File: src/rtl/mem_port_arbiter.sv
// Two-port arbiter for the unified memory: IF (port 0) and LSU (port 1) share one
// outstanding transaction; LSU has priority, bounded by an IF anti-starvation counter.
module mem_port_arbiter #(
  parameter int MAX_WAIT = 3,
  parameter int TIMEOUT  = 64
) (
  input  logic        i_clk,
  input  logic        i_rst_n,
  input  logic        i_if_req,
  input  logic [31:0] i_if_addr,
  output logic        o_if_gnt,
  output logic        o_if_rvalid,
  output logic [31:0] o_if_rdata,
  input  logic        i_lsu_req,
  input  logic        i_lsu_we,
  input  logic [31:0] i_lsu_addr,
  input  logic [31:0] i_lsu_wdata,
  input  logic [3:0]  i_lsu_bmask,
  output logic        o_lsu_gnt,
  output logic        o_lsu_rvalid,
  output logic [31:0] o_lsu_rdata,
  output logic        o_mem_req,
  output logic        o_mem_we,
  output logic [31:0] o_mem_addr,
  output logic [31:0] o_mem_wdata,
  output logic [3:0]  o_mem_bmask,
  input  logic        i_mem_ack,
  input  logic [31:0] i_mem_rdata,
  output logic        o_sel,
  output logic        o_err,
  output logic [1:0]  o_state
);

  // Handshakes: requesters hold *_req until *_gnt (a combinational accept in IDLE);
  // o_mem_req is held with stable fields until i_mem_ack; *_rvalid is a one-cycle strobe.
  typedef enum logic [1:0] {
    IDLE = 2'd0,
    MEM  = 2'd1,
    RESP = 2'd2
  } state_t;

  localparam logic [3:0] STARVE_MAX = 4'(MAX_WAIT);
  localparam logic [9:0] TO_LAST    = 10'(TIMEOUT - 1);

  state_t      state, state_nxt;
  logic [3:0]  starve_cnt;
  logic [9:0]  to_cnt;
  logic        if_wins;
  logic        mem_done;
  logic        timeout_hit;
  logic [31:0] cap_data;

  assign o_state     = state;
  assign mem_done    = (state == MEM) && (i_mem_ack || (to_cnt == TO_LAST));
  // Ack on the final cycle takes precedence over the timeout.
  assign timeout_hit = mem_done && !i_mem_ack;
  assign cap_data    = (i_mem_ack && !o_mem_we) ? i_mem_rdata : 32'h0;

  always_ff @(posedge i_clk or negedge i_rst_n) begin
    if (!i_rst_n) state <= IDLE;
    else          state <= state_nxt;
  end

  always_comb begin
    state_nxt = state;
    case (state)
      IDLE:    if (i_if_req || i_lsu_req) state_nxt = MEM;
      MEM:     if (mem_done) state_nxt = RESP;
      RESP:    state_nxt = IDLE;
      default: state_nxt = IDLE;
    endcase
  end

  always_comb begin
    if_wins   = i_if_req && (!i_lsu_req || (starve_cnt == STARVE_MAX));
    o_if_gnt  = 1'b0;
    o_lsu_gnt = 1'b0;
    if (state == IDLE) begin
      o_if_gnt  = if_wins;
      o_lsu_gnt = i_lsu_req && !if_wins;
    end
  end

  always_ff @(posedge i_clk or negedge i_rst_n) begin
    if (!i_rst_n) begin
      o_sel        <= 1'b0;
      o_mem_req    <= 1'b0;
      o_mem_we     <= 1'b0;
      o_mem_addr   <= 32'h0;
      o_mem_wdata  <= 32'h0;
      o_mem_bmask  <= 4'h0;
      o_if_rvalid  <= 1'b0;
      o_if_rdata   <= 32'h0;
      o_lsu_rvalid <= 1'b0;
      o_lsu_rdata  <= 32'h0;
      o_err        <= 1'b0;
      starve_cnt   <= 4'h0;
      to_cnt       <= 10'h0;
    end else begin
      o_if_rvalid  <= 1'b0;
      o_lsu_rvalid <= 1'b0;
      o_err        <= 1'b0;
      if (o_if_gnt) begin
        o_sel       <= 1'b0;
        o_mem_req   <= 1'b1;
        o_mem_we    <= 1'b0;
        o_mem_addr  <= i_if_addr;
        o_mem_wdata <= 32'h0;
        o_mem_bmask <= 4'h0;
        starve_cnt  <= 4'h0;
      end else if (o_lsu_gnt) begin
        o_sel       <= 1'b1;
        o_mem_req   <= 1'b1;
        o_mem_we    <= i_lsu_we;
        o_mem_addr  <= i_lsu_addr;
        o_mem_wdata <= i_lsu_wdata;
        o_mem_bmask <= i_lsu_we ? i_lsu_bmask : 4'h0;
        if (i_if_req && (starve_cnt != STARVE_MAX)) starve_cnt <= starve_cnt + 4'h1;
      end
      if (state == MEM) begin
        if (mem_done) begin
          o_mem_req <= 1'b0;
          to_cnt    <= 10'h0;
          o_err     <= timeout_hit;
          // Only the owner's data register moves; the other port keeps its last value.
          if (o_sel) begin
            o_lsu_rvalid <= 1'b1;
            o_lsu_rdata  <= cap_data;
          end else begin
            o_if_rvalid <= 1'b1;
            o_if_rdata  <= cap_data;
          end
        end else begin
          to_cnt <= to_cnt + 10'h1;
        end
      end
    end
  end

endmodule
File: config.mk
export PLATFORM = sky130hd
export DESIGN_NAME = mem_port_arbiter
export DESIGN_NICKNAME = d
export VERILOG_FILES = /design/src/rtl/mem_port_arbiter.sv
export SDC_FILE = /design/constraint.sdc
export NUM_CORES = 1
export LEC_CHECK = 0
export CAP_MARGIN = 15
export CORE_UTILIZATION = 35
export CTS_BUF_LIST = sky130_fd_sc_hd__clkbuf_4 sky130_fd_sc_hd__clkbuf_8
export CTS_CLUSTER_DIAMETER = 100
export DETAILED_ROUTE_END_ITERATION = 12
export PLACE_DENSITY = 0.65
export SYNTH_ARGS = -nofsm -noshare
export SYNTH_HDL_FRONTEND = slang
export SYNTH_SLANG_ARGS = --single-unit
export TNS_END_PERCENT = 10
File: constraint.sdc
create_clock -name i_clk -period 2.7 [get_ports i_clk]
set_input_delay 0.27 -clock i_clk [delete_from_list [all_inputs] [get_ports i_clk]]
set_output_delay 0.27 -clock i_clk [all_outputs]
set_load 0.02 [all_outputs]
power_grid.png
Drawn at 3 px/um. Pins as bars on the die edge.
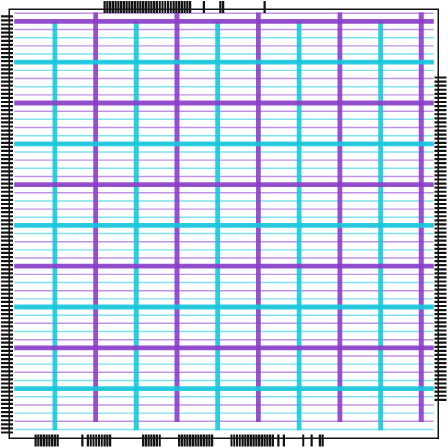
Cyan marks VSS. Purple marks VDD.
10 straps on met4. The core has 51 rows. 52 met1 rails follow the rows. 280 signal pins sit on the boundary.

congestion.png
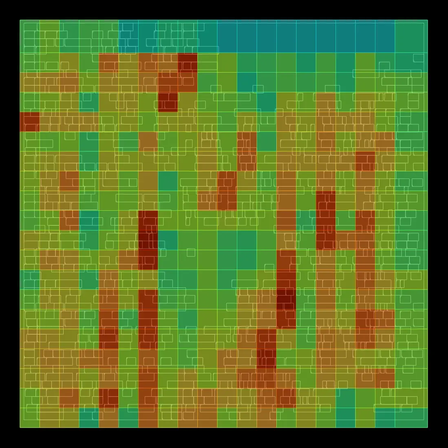
M2 GR Usage: 0.353
routed len/inst: 18.9 um
met1 Usage GRT: 0.264
met3 Usage GRT: 0.0797

## report_power, final
part	total, mW	internal (mW)	switching [mW]
Clock	1.84	0.860	0.984
Sequential	3.96	3.32	0.645
Combinational	6.07	2.99	3.08
Total	11.9	7.16	4.71
## Yosys cell counts (all sizes together), types with 2 or more instances
| library cell | number |
|---|---|
| or3b | 4 |
| nor2 | 3 |
| nand4b | 65 |
| a221o | 32 |
| and2 | 3 |
| a21boi | 32 |
| o21ai | 8 |
| or3 | 5 |
| inv | 69 |
| o31ai | 70 |
| clkbuf | 44 |
| a22o | 33 |
| buf | 17 |
| ha | 2 |
| dfrtp | 154 |
| nand3 | 3 |
| nand2b | 2 |
| and3 | 2 |
| a22oi | 7 |
| or4 | 4 |
| a21oi | 7 |
| nand2 | 8 |
| a32o | 4 |
## cell families (layout without fill, tap and decap cells)
logic type,after synthesis,count (layout),synth area share
AOI/OAI and AO/OA,195,195,0.234
xor gates and xnor gates,2,2,0.00253
adders and majority gates,2,2,0.00362
buffers and inverters,130,398,0.0771
DFF,154,154,0.558
and+or+nand+nor,109,109,0.125
## final cells by class
| type | instances | area share |
|---|---|---|
| Timing Repair Buffer | 297 | 0.284 |
| Tap cell | 265 | 0.0320 |
| Clock buffer | 17 | 0.0226 |
| Sequential cell | 154 | 0.372 |
| Multi-Input combinational cell | 308 | 0.247 |
| Inverter | 69 | 0.0250 |
| Clock inverter | 15 | 0.0173 |
## metal layers
metal  track usage  wire, um  vias up
met5             0         0        -
met4        0.0662       329        0
met3        0.0797      2120       22
met2         0.353     10000      280
met1         0.264      8870     2933
li1              -         -     2736
## critical path: stages, from the launching register on
cell and delay [ns]:
dfrtp_1 0.40, ha_1 0.17, or3b_4 0.41, o211a_2 0.27, clkdlybuf4s50_1 0.57
==> results.sh <==
# source this file to load flow results
export IMPL_post_cts_resized=1
export IMPL_avgSynthCellArea_um2=11.7
export IMPL_ys_seq_share=0.558
export IMPL_min_from="i_mem_ack"
export IMPL_cts_tree="built"
export IMPL_peakVddDrop_v=0.000559
export IMPL_path_clk_slew_ns=0.09
export IMPL_place_inst=1092
export IMPL_netlist_area_mm2=0.00691
export IMPL_synth_warnings=0
export IMPL_grt_first_pass_wirelength_um=33600
export IMPL_initialDrtViolationCount=329
export IMPL_critical_path_startpoint="starve_cnt[0]$_DFFE_PN0P_"
export IMPL_hold_viol_final=0
export IMPL_layout_cells_non_filler=1125
export IMPL_max_freq_ghz=0.394
export IMPL_min_path_cells=3
export IMPL_cp_endpoint="o_lsu_gnt"
export IMPL_ys_flops=154
export IMPL_gr_total_overflow=0
export IMPL_vias_per_cell=5.31
export IMPL_edf_count=0
export IMPL_placementRows=51
export IMPL_cap_violations=0
export IMPL_reg2reg_to="o_mem_addr[26]$_DFFE_PN0P_"
export IMPL_final_cell_mix="clkdlybuf4s50_1 (276), dfrtp_1 (154), inv_1 (69), o31ai_1 (69), nand4b_1 (65)"
export IMPL_status="finished, final reports clean"
export IMPL_dpl_hpwl_um=14500
export IMPL_setup_ws_ns=0.164
export IMPL_dpl_cell_area_mm2=0.00992
export IMPL_slew_viol_final=0
export IMPL_cts_hold_buffers=1
export IMPL_synth_cells=592
export IMPL_flop_area_mm2=0.00385
export IMPL_core_mm2=0.0194
export IMPL_tns_ns=0
export IMPL_topCellsByArea="dfrtp_1 (56%), nand4b_1 (8.2%), o31ai_1 (7.6%), a221o_2 (4.9%), a22o_1 (4.2%)"
export IMPL_cts_buffers=17
export IMPL_layout_area_comb_mm2=0.00255
export IMPL_clockBufferDepth=2
export IMPL_clock_sinks=154
export IMPL_nNetsFinal=987
export IMPL_synth_async_sr_flop_share=1.00
export IMPL_finalPower_mw=11.9
export IMPL_finalClockSkew_ns=0.0184
export IMPL_rsz0062_at_grt="no"
export IMPL_crit_type="reg -> out"
export IMPL_top_area_cell="dfrtp_1"
export IMPL_antenna_found_initial=0
export IMPL_drt_total_wl_um=21300
export IMPL_r2r_start="starve_cnt[0]$_DFFE_PN0P_"
export IMPL_synth_cell_types=43
export IMPL_cts_root_buf="clkbuf_8"
export IMPL_mostFrequentLayoutCell="clkdlybuf4s50_1"
export IMPL_synth_nets=732
export IMPL_slew_limit_headroom=0.516
export IMPL_fin_crit_sh=0.939
export IMPL_worst_pin_slew_ns=0.727
export IMPL_min_path_type="in -> reg"
export IMPL_ys_chip_area_mm2=0.00691
export IMPL_via_count=5971
